**Run 1: clock wires, drivers and flops**

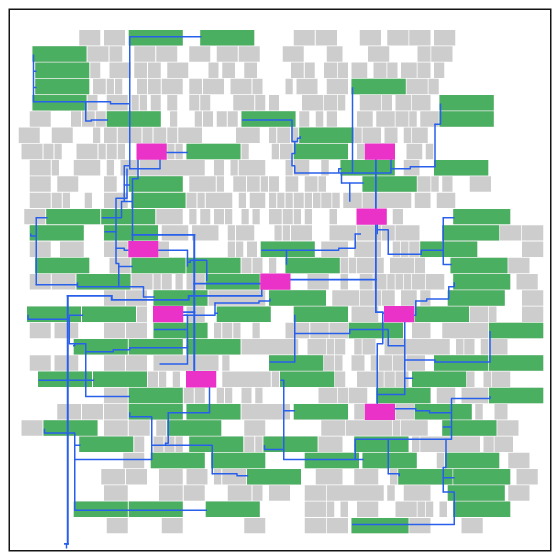
**Run 1: wiring heat map**

Bar = 20 um. The die is cut into 18 by 18 equal tiles; dark purple is low, yellow is high, scaled to the fullest tile. Values are wire area over tile area, all layers added.
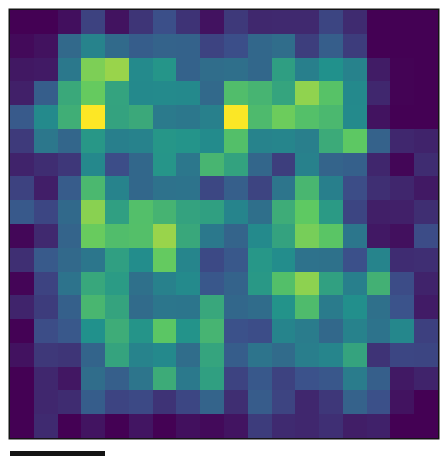
**Run 1: signal wires on met4**

Bar = 20 um. Supply wires on this layer in gray.
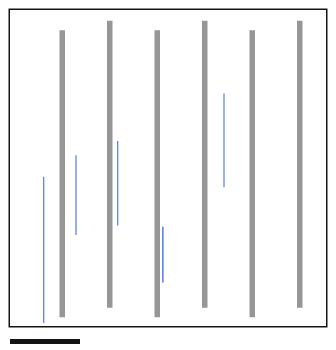
**Run 1: sequential cells colored by netlist name**

Other sequential cells in the stronger gray, the rest of the logic in the fainter gray.
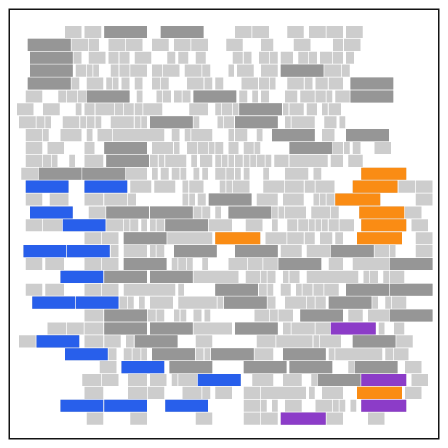
===== src/rtl/sseg_pkg.sv =====
// ============================================================================
//  Module      : sseg_pkg
//  Description : Shared definitions for the memory-fed 7-segment scanner:
//                blank segment pattern, hex-to-segment decode and the fetch
//                state encoding.
//  Revision    : 1.0 - initial release
// ============================================================================
`default_nettype none

package sseg_pkg;

    // All seven segments off (active-low).
    localparam logic [6:0] SSEG_BLANK = 7'h7f;

    typedef enum logic [1:0] {
        IDLE = 2'd0,
        READ = 2'd1,
        LAST = 2'd2,
        DONE = 2'd3
    } fetch_state_t;

    // Active-low segment pattern, bit order g..a.
    function automatic logic [6:0] hex2seg(input logic [3:0] nib);
        logic [6:0] seg;
        case (nib)
            4'h0:    seg = 7'h40;
            4'h1:    seg = 7'h79;
            4'h2:    seg = 7'h24;
            4'h3:    seg = 7'h30;
            4'h4:    seg = 7'h19;
            4'h5:    seg = 7'h12;
            4'h6:    seg = 7'h02;
            4'h7:    seg = 7'h78;
            4'h8:    seg = 7'h00;
            4'h9:    seg = 7'h10;
            4'ha:    seg = 7'h08;
            4'hb:    seg = 7'h03;
            4'hc:    seg = 7'h46;
            4'hd:    seg = 7'h21;
            4'he:    seg = 7'h06;
            default: seg = 7'h0e;
        endcase
        return seg;
    endfunction

endpackage

`default_nettype wire


===== src/rtl/scan_timer.sv =====
// ============================================================================
//  Module      : scan_timer
//  Description : Refresh prescaler and digit index for a multiplexed display.
//                The digit index advances each time the DIV_W-bit prescaler
//                wraps. The anode output is registered from the current index
//                so it stays aligned with a segment register that is loaded
//                from the same index on the same edge.
//  Ports       : clk   - system clock
//                reset - asynchronous active-high reset
//                idx   - current digit index (0 = rightmost)
//                an    - registered one-hot-low digit enable
//  Revision    : 1.0 - initial release
// ============================================================================
`default_nettype none

module scan_timer #(
    parameter  int DIV_W  = 16,
    parameter  int DIGITS = 4,
    localparam int IDX_W  = $clog2(DIGITS)
) (
    input  logic              clk,
    input  logic              reset,
    output logic [IDX_W-1:0]  idx,
    output logic [DIGITS-1:0] an
);

    logic [DIV_W-1:0]  r_div;
    logic [IDX_W-1:0]  r_idx;
    logic [DIGITS-1:0] r_an;

    always_ff @(posedge clk or posedge reset) begin
        if (reset) begin
            r_div <= '0;
            r_idx <= '0;
            r_an  <= '1;
        end else begin
            r_div <= r_div + DIV_W'(1);
            if (r_div == '1) begin
                r_idx <= (r_idx == IDX_W'(DIGITS - 1)) ? '0 : r_idx + IDX_W'(1);
            end
            r_an <= ~(DIGITS'(1) << r_idx);
        end
    end

    assign idx = r_idx;
    assign an  = r_an;

endmodule

`default_nettype wire


===== src/rtl/mem_sseg_scan.sv =====
// ============================================================================
//  Module      : mem_sseg_scan
//  Description : On a start pulse, reads DIGITS/2 consecutive bytes from a
//                synchronous single-port memory into a shadow buffer, then
//                copies them atomically into the display buffer and drives a
//                multiplexed active-low 7-segment display in hex.
//  Ports       : clk, reset (async, active-high)
//                start, base_addr      - fetch request / first byte address
//                dp_mask               - live decimal-point enables
//                busy, done            - fetch status, done is a 1-cycle pulse
//                mem_addr, mem_rd      - memory read request
//                mem_rdata             - read data, valid the cycle after mem_rd
//                an, sseg              - registered digit enables / segments
//  Config      : LEADING_ZERO_BLANK_EN - blank digits above the most
//                significant nonzero nibble (digit 0 is never blanked)
//  Revision    : 1.0 - initial release
// ============================================================================
`default_nettype none

module mem_sseg_scan
    import sseg_pkg::*;
#(
    parameter int ADDR_W = 16,
    parameter int DIGITS = 4,
    parameter int DIV_W  = 16
) (
    input  logic              clk,
    input  logic              reset,
    input  logic              start,
    input  logic [ADDR_W-1:0] base_addr,
    input  logic [DIGITS-1:0] dp_mask,
    output logic              busy,
    output logic              done,
    output logic [ADDR_W-1:0] mem_addr,
    output logic              mem_rd,
    input  logic [7:0]        mem_rdata,
    output logic [DIGITS-1:0] an,
    output logic [7:0]        sseg
);

    localparam int BYTES = DIGITS / 2;
    localparam int IDX_W = $clog2(DIGITS);
    localparam int CNT_W = (BYTES > 1) ? $clog2(BYTES) : 1;

    fetch_state_t        r_state;
    logic [CNT_W-1:0]    r_rd_idx;      // index of the read currently on the bus
    logic [DIGITS*4-1:0] r_shadow;
    logic [DIGITS*4-1:0] r_disp;
    logic                r_busy;
    logic                r_done;
    logic                r_mem_rd;
    logic [ADDR_W-1:0]   r_mem_addr;
    logic [7:0]          r_sseg;

    logic [CNT_W-1:0]    w_cap_pos;
    logic [DIGITS*4-1:0] w_shadow_cap;
    logic [IDX_W-1:0]    w_idx;
    logic [3:0]          w_nib;
    logic                w_blank;
    logic [6:0]          w_seg;

    // Read data lags the request by one cycle, so while read k is on the bus
    // the byte arriving belongs to read k-1. In LAST no read is pending and
    // the final byte is the one arriving.
    assign w_cap_pos = (r_state == LAST) ? r_rd_idx : r_rd_idx - CNT_W'(1);

    always_comb begin
        w_shadow_cap = r_shadow;
        for (int b = 0; b < BYTES; b++) begin
            if (b == int'(w_cap_pos)) begin
                w_shadow_cap[b*8 +: 8] = mem_rdata;
            end
        end
    end

    always_ff @(posedge clk or posedge reset) begin
        if (reset) begin
            r_state    <= IDLE;
            r_rd_idx   <= '0;
            r_shadow   <= '0;
            r_disp     <= '0;
            r_busy     <= 1'b0;
            r_done     <= 1'b0;
            r_mem_rd   <= 1'b0;
            r_mem_addr <= '0;
        end else begin
            case (r_state)
                IDLE: begin
                    if (start) begin
                        r_state    <= READ;
                        r_busy     <= 1'b1;
                        r_mem_rd   <= 1'b1;
                        r_mem_addr <= base_addr;
                        r_rd_idx   <= '0;
                    end
                end
                READ: begin
                    if (r_rd_idx != '0) begin
                        r_shadow <= w_shadow_cap;
                    end
                    if (r_rd_idx == CNT_W'(BYTES - 1)) begin
                        r_state  <= LAST;
                        r_mem_rd <= 1'b0;
                    end else begin
                        r_rd_idx   <= r_rd_idx + CNT_W'(1);
                        r_mem_addr <= r_mem_addr + ADDR_W'(1);
                    end
                end
                LAST: begin
                    // Final byte goes straight into the display together with
                    // the rest of the shadow so the update is atomic.
                    r_shadow <= w_shadow_cap;
                    r_disp   <= w_shadow_cap;
                    r_busy   <= 1'b0;
                    r_done   <= 1'b1;
                    r_state  <= DONE;
                end
                DONE: begin
                    r_done  <= 1'b0;
                    r_state <= IDLE;
                end
                default: begin
                    r_state <= IDLE;
                end
            endcase
        end
    end

    scan_timer #(
        .DIV_W  (DIV_W),
        .DIGITS (DIGITS)
    ) u_scan_timer (
        .clk   (clk),
        .reset (reset),
        .idx   (w_idx),
        .an    (an)
    );

    assign w_nib = r_disp[int'(w_idx)*4 +: 4];

`ifdef LEADING_ZERO_BLANK_EN
    // A digit is a leading zero when it and every digit above it are zero.
    assign w_blank = (w_idx != '0) && ((r_disp >> (int'(w_idx) * 4)) == '0);
`else
    assign w_blank = 1'b0;
`endif

    assign w_seg = w_blank ? SSEG_BLANK : hex2seg(w_nib);

    always_ff @(posedge clk or posedge reset) begin
        if (reset) begin
            r_sseg <= 8'hff;
        end else begin
            r_sseg <= {~dp_mask[w_idx], w_seg};
        end
    end

    assign busy     = r_busy;
    assign done     = r_done;
    assign mem_rd   = r_mem_rd;
    assign mem_addr = r_mem_addr;
    assign sseg     = r_sseg;

endmodule

`default_nettype wire


===== config.mk =====
export PLATFORM = sky130hd
export DESIGN_NAME = mem_sseg_scan
export DESIGN_NICKNAME = d
export VERILOG_FILES = /design/src/rtl/sseg_pkg.sv /design/src/rtl/scan_timer.sv /design/src/rtl/mem_sseg_scan.sv
export SDC_FILE = /design/constraint.sdc
export NUM_CORES = 1
export LEC_CHECK = 0
export CAP_MARGIN = 20
export CORE_UTILIZATION = 55
export CTS_CLUSTER_SIZE = 10
export DETAILED_ROUTE_END_ITERATION = 12
export GPL_ROUTABILITY_DRIVEN = 1
export GPL_TIMING_DRIVEN = 0
export PLACE_DENSITY = 0.81
export SYNTH_ARGS = -nofsm -noshare
export SYNTH_HDL_FRONTEND = slang
export SYNTH_HIERARCHICAL = 1
export SYNTH_SLANG_ARGS = --single-unit

===== constraint.sdc =====
create_clock -name clk -period 2.5 [get_ports clk]
set_input_delay 0.25 -clock clk [delete_from_list [all_inputs] [get_ports clk]]
set_output_delay 0.25 -clock clk [all_outputs]
set_load 0.005 [all_outputs]

==> flow_metrics.rpt, run 1 <==
IMPLEMENTATION SUMMARY REPORT
----------------------------------------------------
[Status]
  Result of the run ........................ completed

[Global route]
  Initial antenna violation count ........................ 0
  Via count of the first global-routing pass ........................ about 3.2k

[STA]
  Hold Worst Slack ........................ between 0.2 and 0.25 ns
  Hold Violations, Final ........................ 0
  Summed negative setup slack over all endpoints ........................ 0 ns
  RSZ-0062 raised after global routing ........................ no
  Final min period ........................ between 2 and 2.5 ns
  Worst rel slew slack ........................ 45.4%
  Max Fclk ........................ approximately 450 MHz

[Floorplanning]
  Vert. Die Dim ........................ approximately 90 um
  Core outline area ........................ approximately 0.0074 mm^2
  Tap cell count ........................ around 100

[Power]
  Part of the total power dissipated in combinational logic ........................ 45.0%
  Switch share ........................ 37.1%
  Leakage dissipation ........................ approximately 2.3 nW

[Critical path]
  Data required time at the worst endpoint ........................ ~2.8 ns
  CP Cell Sequence ........................ buf_6 -> mux4_1 -> inv_1 -> ha_1 -> inv_1 -> mux4_2
  Top Family by Delay on Critical Path ........................ multiplexers
  R2R Path End ........................ sseg[3]$_DFF_PP1_
  Reg2Reg Setup Slack ........................ between 0.2 and 0.3 ns
  Maximum fanout along the worst path ........................ 6

[Clocking]
  Number of clock buffers inserted by TritonCTS ........................ 9
  Post-CTS clock slew at the launch and capture registers of the worst setup and hold paths ........................ 0.09 ns
  Number of buffers on the longest clock path ........................ 2

[Yosys]
  Sequential element share of the synthesized area ........................ a little under 50%
  Yosys-reported design area after synthesis ........................ approximately 0.0043 mm^2
  Area fraction in and, or, nand and nor cells ........................ around 15%
  Biggest combinational cell group after synthesis ........................ simple AND/OR/NAND/NOR gates
  Cells after Synth ........................ about 400
  Leading post-synthesis cells by cell area ........................ dfrtp_1, dfstp_2, mux2i_1
  Syn. warnings ........................ 13

[Finish]
  Number of nets in the finished design ........................ roughly 520
  Cell type taking the most area ........................ registers
  Number of flip-flops and latches ........................ around 84
  Inverter count ........................ 20
  Fraction of cell area in non-clock buffers ........................ 13.7%
  Comb/total area ........................ between 30% and 40%
  Most common cell after layout, fill and taps aside ........................ dfrtp_1

[Placed design]
  Routability congestion estimate ........................ 0.823

[Detailed routing]
  Drt drc ........................ 0
  Antenna Violating Nets Remaining ........................ 0
  Routed wire length per instance ........................ approximately 16 um

[Job]
  Number of warnings in the stage logs ........................ 38

[Worst hold path]
  Path class of the lowest-slack min-delay path ........................ in2async

----------------------------------------------------
## Picture notes: 'clock wires, drivers and flops'
[flip-flops] green | count: 84
[clock-net drivers] magenta | count: 9
[clock wires] blue | length: 949 um
routed clock nets: 10
flops lie: widely spread
Clock Skew: 0.0122 ns
clock share of power: 18.6%

## Picture notes: 'wiring heat map'
fullest tile: 0.52
tiles over half the peak: 23%
mean over tiles: 0.17
densest ninth of the die: center
via count: 3283
final WL: 9050 um

## Picture notes: 'signal wires on met4'
wire length on this layer: 130 um
main direction: vertical

## Picture notes: 'sequential cells colored by netlist name'
[u_scan_timer/an] purple | flops: 4 | where: south-east
[sseg] orange | flops: 8 | where: east
[r_shadow] blue | flops: 16
not colored: 56
register area: 0.00212 mm^2
final core occ: 71.6%
power in sequential cells: 0.00229 W
sequential cell area share: 39.9%

run 1: sequential cells by signal, summed over array words and instances (netlist names), 2 cells and up:
name / flops
r_state: 2
u_scan_timer/r_div: 16
u_scan_timer/an: 4
r_shadow: 16
u_scan_timer/idx: 2
sseg: 8
r_disp: 16
mem_addr: 16
run 1: synthesized netlist by cell type:
master	count
or2_1	2
nand4_1	8
a211oi_2	1
dfstp_2	12
o21ai_0	14
xnor2_1	3
nor4_1	3
xor2_1	11
o2111ai_1	4
clkbuf_1	11
inv_1	20
nand3_1	10
nor4_4	1
mux4_1	3
dfrtp_1	72
a32o_1	1
and3_1	2
o211ai_1	7
and2_1	1
nand2b_1	2
o22ai_1	8
a31oi_1	4
or3_4	1
nand4_4	1
mux2_2	20
or4_1	4
and4_1	1
nor2b_1	8
mux4_2	3
a21oi_2	1
a21oi_1	32
mux2i_1	23
nand3_2	1
buf_6	2
nor2_1	40
o221a_2	2
ha_1	17
nor3b_1	1
nor3_1	6
buf_2	5
or3_1	1
nand2_1	31
run 1: cells by family after synthesis:
logic type                 count (synthesis)
and+or+nand+nor                          124
DFF                                       84
AOI/OAI and AO/OA                         74
muxes                                     49
buffers and inverters                     38
adders and majority gates                 17
xor gates and xnor gates                  14
run 1: how the worst max path moves through the flow:
stage	start	to	slack, ns	cells past startpoint
after CTS	r_state[0]$_DFFE_PP0P_	mem_addr[5]$_DFFE_PP0P_	0.22	9
final	u_scan_timer/idx[0]$_DFFE_PP0N_	sseg[3]$_DFF_PP1_	0.27	6
after global routing	u_scan_timer/idx[0]$_DFFE_PP0N_	sseg[3]$_DFF_PP1_	0.15	6
after global placement	reset	mem_addr[7]$_DFFE_PP0P_	-0.40	2
after detailed placement	r_state[0]$_DFFE_PP0P_	mem_addr[5]$_DFFE_PP0P_	0.23	9
after floorplan	u_scan_timer/idx[0]$_DFFE_PP0N_	sseg[3]$_DFF_PP1_	0.50	6
run 1: power by group through the flow:
| stage | Combinational (W) | Clock (W) | Sequential (W) |
|---|---|---|---|
| global placement | 0.00269 | 0 | 0.00228 |
| CTS | 0.00284 | 0.00119 | 0.00228 |
| global route | 0.00313 | 0.00125 | 0.00237 |
| floorplan | 0.00187 | 0 | 0.00223 |
| detailed placement | 0.00282 | 0 | 0.00230 |
| finish | 0.00284 | 0.00118 | 0.00229 |
run 1: timing repair:
action | in CTS | in global routing
endpoints found under the setup margin | 0 | 1
gates resized | 0 | 2
hold buffers | 0 | 0
run 1: routing by layer:
| metal | GRT usage [%] | part of all wire, % |
|---|---|---|
| met1 | 32.4 | 46 |
| met4 | 8.74 | 1.4 |
| met5 | 0 | 0 |
| met3 | 3.45 | 3.5 |
| met2 | 38.2 | 49 |
run 1: through the flow:
stage	utilization (%)	total power (W)	cells	area (um^2)	setup slack, ns
after CTS	71.5	0.00632	577	5300	0.218
after global routing	71.6	0.00674	577	5300	0.151
after detailed placement	68.2	0.00513	561	5050	0.227
after floorplan	-	0.00410	400	4290	0.495
final	71.6	0.00631	577	5300	0.266
after global placement	67.8	0.00497	560	5020	-0.404
==> run 2: changes to the inputs <==
Settings changed: CORE_UTILIZATION 55 to 50, PLACE_DENSITY 0.81 to 0.74.
Clock period 2.5 ns to 2.7 ns, I/O delays scaled along.
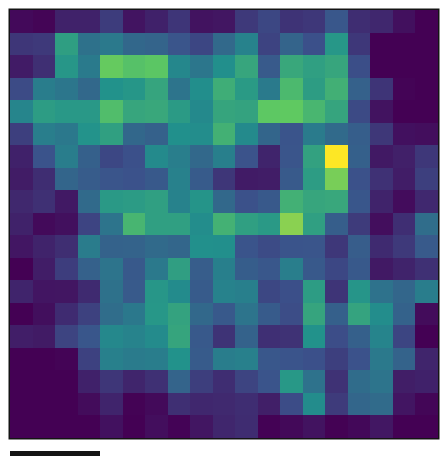
**Above:** run 2 (wiring heat map).
Bar = 20 um. The die is cut into 19 by 19 equal tiles; dark purple is low, yellow is high, scaled to the fullest tile. Values are wire area over tile area, all layers added.
nearly empty tiles: 10%
emptiest ninth of the die: south-west
tiles over half the peak: 18%
routed wire length per instance: 14.6 um
All-Layer GR Usage: 20.9%

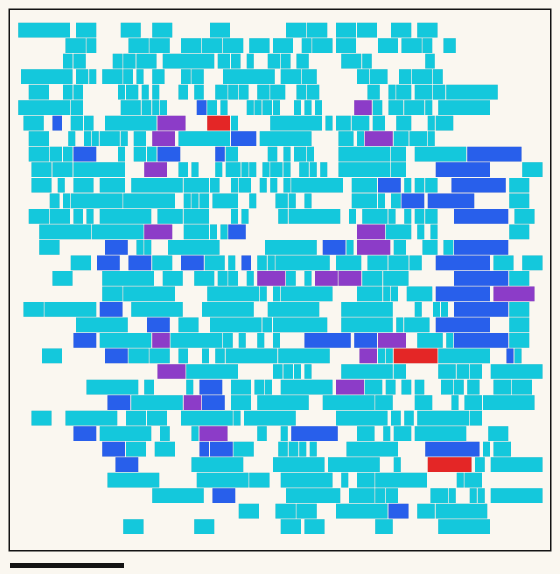
**Above:** run 2 (sizing map).
Bar = 20 um.
[x6 and larger] purple | cells: 19 | share: 4.0% | most used: clkbuf_8
[x1 and smaller] cyan | cells: 410 | share: 86% | most used: dfrtp_1
[x3 and x4] red | cells: 3 | share: 0.63%
[x2] blue | cells: 46 | share: 9.6% | most used: mux2_2
final instance area: 0.00525 mm^2
crit path setup slack, layout: 0.427 ns

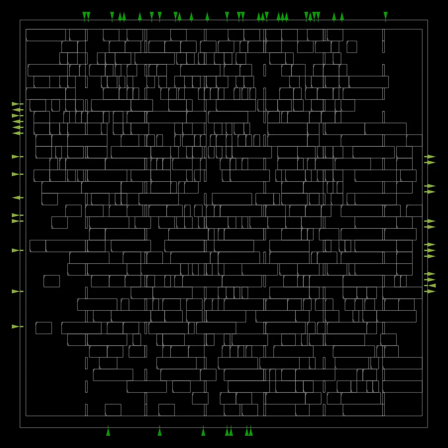
**Above:** run 2 (placed standard cells).
tap cell count: 105
final core occ: 63.6%

==> flow_metrics.rpt, run 2 <==
IMPLEMENTATION SUMMARY REPORT
----------------------------------------------------
[STA]
  Worst rel slew slack ........................ 47.0% (+1.6 points)
  RSZ-0062 raised after global routing ........................ no
  Final min period ........................ 2.27 ns (+0.0387 ns)

[Critical path]
  Reg2Reg Setup Slack ........................ 0.43 ns (+0.16 ns)

[Yosys]
  Post-synthesis async set-or-reset flop share ........................ 100% (unchanged)
  Syn. warnings ........................ 13 (unchanged)
  Top cells by instance count after synthesis ........................ dfrtp_1, nor2_1, a21oi_1
  Yosys top cell by instances ........................ dfrtp_1
  Yosys-reported design area after synthesis ........................ 0.00429 mm^2 (unchanged)
  Number of flops mapped to enable cells by yosys ........................ 0 (unchanged)

[Detailed routing]
  Via count ........................ 3211 (-2.2%)
  Final WL ........................ 8500 um (-6.1%)
  Drt drc ........................ 0 (unchanged)

[Worst hold path]
  Path class of the lowest-slack min-delay path ........................ in2async

[Floorplanning]
  Core outline area ........................ 0.00826 mm^2 (+11%)
  Vert. Die Dim ........................ 94.6 um (+4.8%)

[Placed design]
  Routability congestion estimate ........................ 0.803 (-2.4%)
  Instance count after placement with tap cells included ........................ 567 (+1.1%)

[Power]
  Leakage dissipation ........................ 2.28 nW (-1.3%)

[Global route]
  Via count of the first global-routing pass ........................ 3023 (-5.6%)
  Initial antenna violation count ........................ 0 (unchanged)

[Status]
  Result of the run ........................ completed

[Job]
  Number of warnings in the stage logs ........................ 38 (unchanged)

[Finish]
  Most common cell after layout, fill and taps aside ........................ dfrtp_1

----------------------------------------------------
## run 2: power breakdown
group	switching [W]	internal [W]
Sequential	0.000346	0.00177
Clock	0.000523	0.000368
Combinational	0.00131	0.00128
## run 2: stage by stage
step	worst slack [ns]	hold WS [ns]	cell area [um^2]	utilization [%]	total power (W)
2_1_floorplan	0.695	0.256	4290	-	0.00380
3_3_place_gp	-0.234	0.457	5030	60.9	0.00462
3_5_place_dp	0.445	0.483	5050	61.2	0.00472
4_1_cts	0.429	0.314	5250	63.6	0.00563
5_1_grt	0.227	0.361	5250	63.6	0.00605
6_report	0.427	0.307	5250	63.6	0.00559
## run 2: layout make-up
| cell class | instances | area [um^2] | area share (%) |
|---|---|---|---|
| plain buffers | 18 | 88.8 | 1.69 |
| clock buffers | 9 | 124 | 2.36 |
| clock inverters | 7 | 73.8 | 1.41 |
| inverters | 20 | 75.1 | 1.43 |
| multi-input cells | 278 | 2010 | 38.3 |
| flip-flops and latches | 84 | 2120 | 40.3 |
| well taps | 105 | 131 | 2.50 |
| repair buffers | 62 | 631 | 12.0 |
## run 2: routing by layer
layer / up-vias / share of wire (%) / track usage, %
met5: - / 0 / 0
met4: 0 / 0.79 / 7.83
met3: 6 / 3.9 / 3.46
met2: 75 / 46 / 32.1
met1: 1560 / 49 / 29.7
li1: 1570 / - / -
## run 2: logic make-up after synthesis
family,after synthesis,synth area share (%)
AND-OR/OR-AND,74,10.4
XOR/XNOR,14,2.86
adder cells (fa/ha/maj),17,4.96
buffers and inverters,38,3.82
flip-flops,84,49.3
multiplexers,49,14.0
AND/OR/NAND/NOR,124,14.6
## run 2: how the worst max path moves through the flow
stage                                    start                 endpoint  depth (start not counted)
6_report                r_state[1]$_DFFE_PP0P_  mem_addr[8]$_DFFE_PP0P_                          9
5_1_grt                 r_state[1]$_DFFE_PP0P_  mem_addr[5]$_DFFE_PP0P_                          9
4_1_cts                 r_state[1]$_DFFE_PP0P_  mem_addr[8]$_DFFE_PP0P_                          9
3_5_place_dp            r_state[0]$_DFFE_PP0P_  mem_addr[8]$_DFFE_PP0P_                          9
3_3_place_gp                             reset  mem_addr[0]$_DFFE_PP0P_                          2
2_1_floorplan  u_scan_timer/idx[0]$_DFFE_PP0N_        sseg[3]$_DFF_PP1_                          6
## run 2: critical path: stages (launching register included)
cell	delay (ns)
dfrtp_1	0.41
inv_1	0.12
ha_1	0.20
clkbuf_1	0.37
nor2_1	0.11
a211oi_2	0.36
buf_2	0.30
nand3_1	0.09
o21ai_0	0.08
a21oi_1	0.09
==> run 3: changes to the inputs <==
Clock period 2.7 ns to 2.2 ns, I/O delays scaled along.
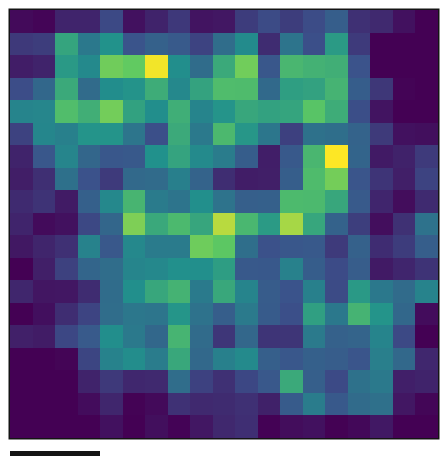
**Above:** run 3 (wiring heat map).
Bar = 20 um. The die is cut into 19 by 19 equal tiles; dark purple is low, yellow is high, scaled to the fullest tile. Values are wire area over tile area, all layers added.
mean over tiles: 0.15
fullest tile: 0.49
tiles over half the peak: 19%
nearly empty tiles: 10%
routed wire length per instance: 14.8 um
final WL: 8600 um
All-Layer GR Usage: 21.1%

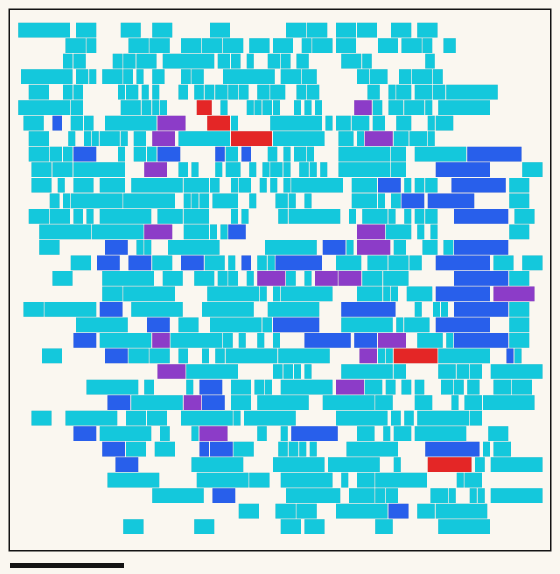
**Above:** run 3 (sizing map).
Bar = 20 um.
[x6 and larger] purple | cells: 19 | share: 4.0% | most used: clkbuf_8
[x2] blue | cells: 48 | share: 10% | most used: mux2_2
[x3 and x4] red | cells: 5 | share: 1.0%
[x1 and smaller] cyan | cells: 406 | share: 85% | most used: dfrtp_1
final instance area: 0.00526 mm^2
crit path setup slack, layout: 0.124 ns
Non-Clock Buffer Count: 80
area delta synth->final: 22.5%

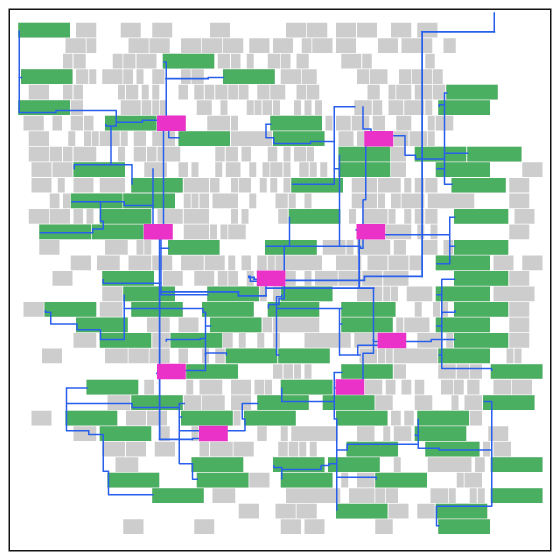
**Above:** run 3 (clock wires, drivers and flops).
[flip-flops] green | count: 84
[clock wires] blue | length: 987 um
[clock-net drivers] magenta | count: 9
flops lie: widely spread
clock share of power: 15.8%
clk_lat worst skew: 0.36 ns
power in the clock group: 0.00109 W
Clock Skew: 0.0121 ns

==> flow_metrics.rpt, run 3 <==
IMPLEMENTATION SUMMARY REPORT
----------------------------------------------------
[Status]
  Result of the run ........................ completed

[Yosys]
  Number of flops mapped to enable cells by yosys ........................ 0 (unchanged)
  Mean area per synthesized cell ........................ between 10 and 15 um^2
  Yosys top cell by instances ........................ dfrtp_1
  Syn. warnings ........................ 13 (unchanged)
  Fraction of synthesized area in multiplexers ........................ 14.0% (unchanged)
  Area fraction in and, or, nand and nor cells ........................ 14.6% (unchanged)
  Nets at Floorplan ........................ around 450
  Biggest combinational cell group after synthesis ........................ simple AND/OR/NAND/NOR gates
  Top cell area share ........................ around two fifths
  Post-synth cell types ........................ roughly 42
  Adder-Cell Fraction of Synth Area ........................ 4.96% (unchanged)
  Yosys-reported design area after synthesis ........................ 0.00429 mm^2 (unchanged)
  Post-synthesis compound-gate area fraction ........................ 10.4% (unchanged)
  XOR Share, Synth ........................ 2.86% (unchanged)
  Top cells by instance count after synthesis ........................ dfrtp_1, nor2_1, a21oi_1

[STA]
  Worst rel slew slack ........................ 47.0% (about the same)
  RSZ-0062 raised after global routing ........................ no

[Power]
  Leakage dissipation ........................ 2.28 nW (about the same)

[Placed design]
  Pre-CTS setup slack ........................ -0.0549 ns (-0.500 ns)
  Routability congestion estimate ........................ 0.803 (unchanged)
  DP Area ........................ 0.00505 mm^2 (unchanged)

[Floorplanning]
  Core outline area ........................ 0.00826 mm^2 (unchanged)
  DIE WIDTH ........................ between 90 and 100 um
  Vert. Die Dim ........................ 94.6 um (unchanged)

[Detailed routing]
  Drt drc ........................ 0 (unchanged)
  Via count ........................ 3224 (+0.40%)

[Worst hold path]
  Path class of the lowest-slack min-delay path ........................ in2async

[Clocking]
  Number of buffers added to fix hold violations after cts ........................ 0
  Number of buffers on the longest clock path ........................ 2

[Global route]
  Initial antenna violation count ........................ 0 (unchanged)
  Via count of the first global-routing pass ........................ 3041 (+0.60%)

[Critical path]
  Startpoint of the lowest-slack register-to-register path ........................ r_state[1]$_DFFE_PP0P_
  Reg2Reg Setup Slack ........................ 0.12 ns (-0.30 ns)

[Job]
  Number of warnings in the stage logs ........................ 38 (unchanged)

[Finish]
  Final core occ ........................ 63.6% (about the same)
  Most common cell after layout, fill and taps aside ........................ dfrtp_1

----------------------------------------------------
run 3: cell counts after synthesis:
No cell type changed its count.
run 3: cells by family (layout without fill, tap and decap cells):
kind of cell / Yosys count / in the layout
AND-OR/OR-AND: 74 / 74
multiplexers: 49 / 49
buffers and inverters: 38 / 116
AND/OR/NAND/NOR: 124 / 124
adder cells (fa/ha/maj): 17 / 17
XOR/XNOR: 14 / 14
flip-flops: 84 / 84
run 3: area by class of cell:
type	instances	area [um^2]	share of cell area (%)
plain buffers	18	92.6	1.76
clock buffers	9	124	2.36
clock inverters	7	73.8	1.40
flip-flops and latches	84	2120	40.3
inverters	20	75.1	1.43
multi-input cells	278	2010	38.2
repair buffers	62	631	12.0
well taps	105	131	2.50
run 3: critical path: stages, from the launching register on:
cell     delay [ns]
dfrtp_1        0.41
inv_1          0.12
ha_1           0.22
buf_2          0.28
nor2_1         0.10
a21oi_2        0.44
mux2_2         0.39
run 3: power breakdown:
| part | internal [W] | switching, W |
|---|---|---|
| Sequential | 0.00217 | 0.000432 |
| Clock | 0.000452 | 0.000640 |
| Combinational | 0.00159 | 0.00163 |
run 3: metal layers:
metal  GRT usage, %  wire length, um  up-vias  share of wire (%)
li1               -                -     1562                  -
met4           7.83              102        0                1.2
met2           32.2             3990       76                 46
met3           3.46              297       10                3.5
met5              0                0        -                  0
met1           30.2             4210     1576                 49
run 3: timing repair:
action,4_1_cts,5_1_grt
setup endpoints to repair,4,6
buffers inserted,0,0
resized,3,4
run 3: worst max-delay path by stage:
| stage | slack (ns) | to | startpoint |
|---|---|---|---|
| floorplan | 0.20 | sseg[3]$_DFF_PP1_ | u_scan_timer/idx[0]$_DFFE_PP0N_ |
| global placement | -0.68 | mem_addr[0]$_DFFE_PP0P_ | reset |
| detailed placement | -0.05 | mem_addr[8]$_DFFE_PP0P_ | r_state[0]$_DFFE_PP0P_ |
| CTS | 0.1 | mem_addr[8]$_DFFE_PP0P_ | r_state[1]$_DFFE_PP0P_ |
| global route | 0.01 | r_shadow[1]$_DFFE_PP0P_ | r_state[1]$_DFFE_PP0P_ |
| finish | 0.12 | r_shadow[2]$_DFFE_PP0P_ | r_state[1]$_DFFE_PP0P_ |
run 3: through the flow:
step                setup TNS, ns  std cells  hold slack, ns  total power [W]
finish                          0        583           0.258          0.00692
global route                    0        583           0.309          0.00747
CTS                             0        583           0.264          0.00692
detailed placement         -0.104        567           0.483          0.00580
global placement           -37.70        566           0.457          0.00567
floorplan                       0        400           0.206          0.00466
Power figures rest on the tool's default switching activity, not on a simulated workload.
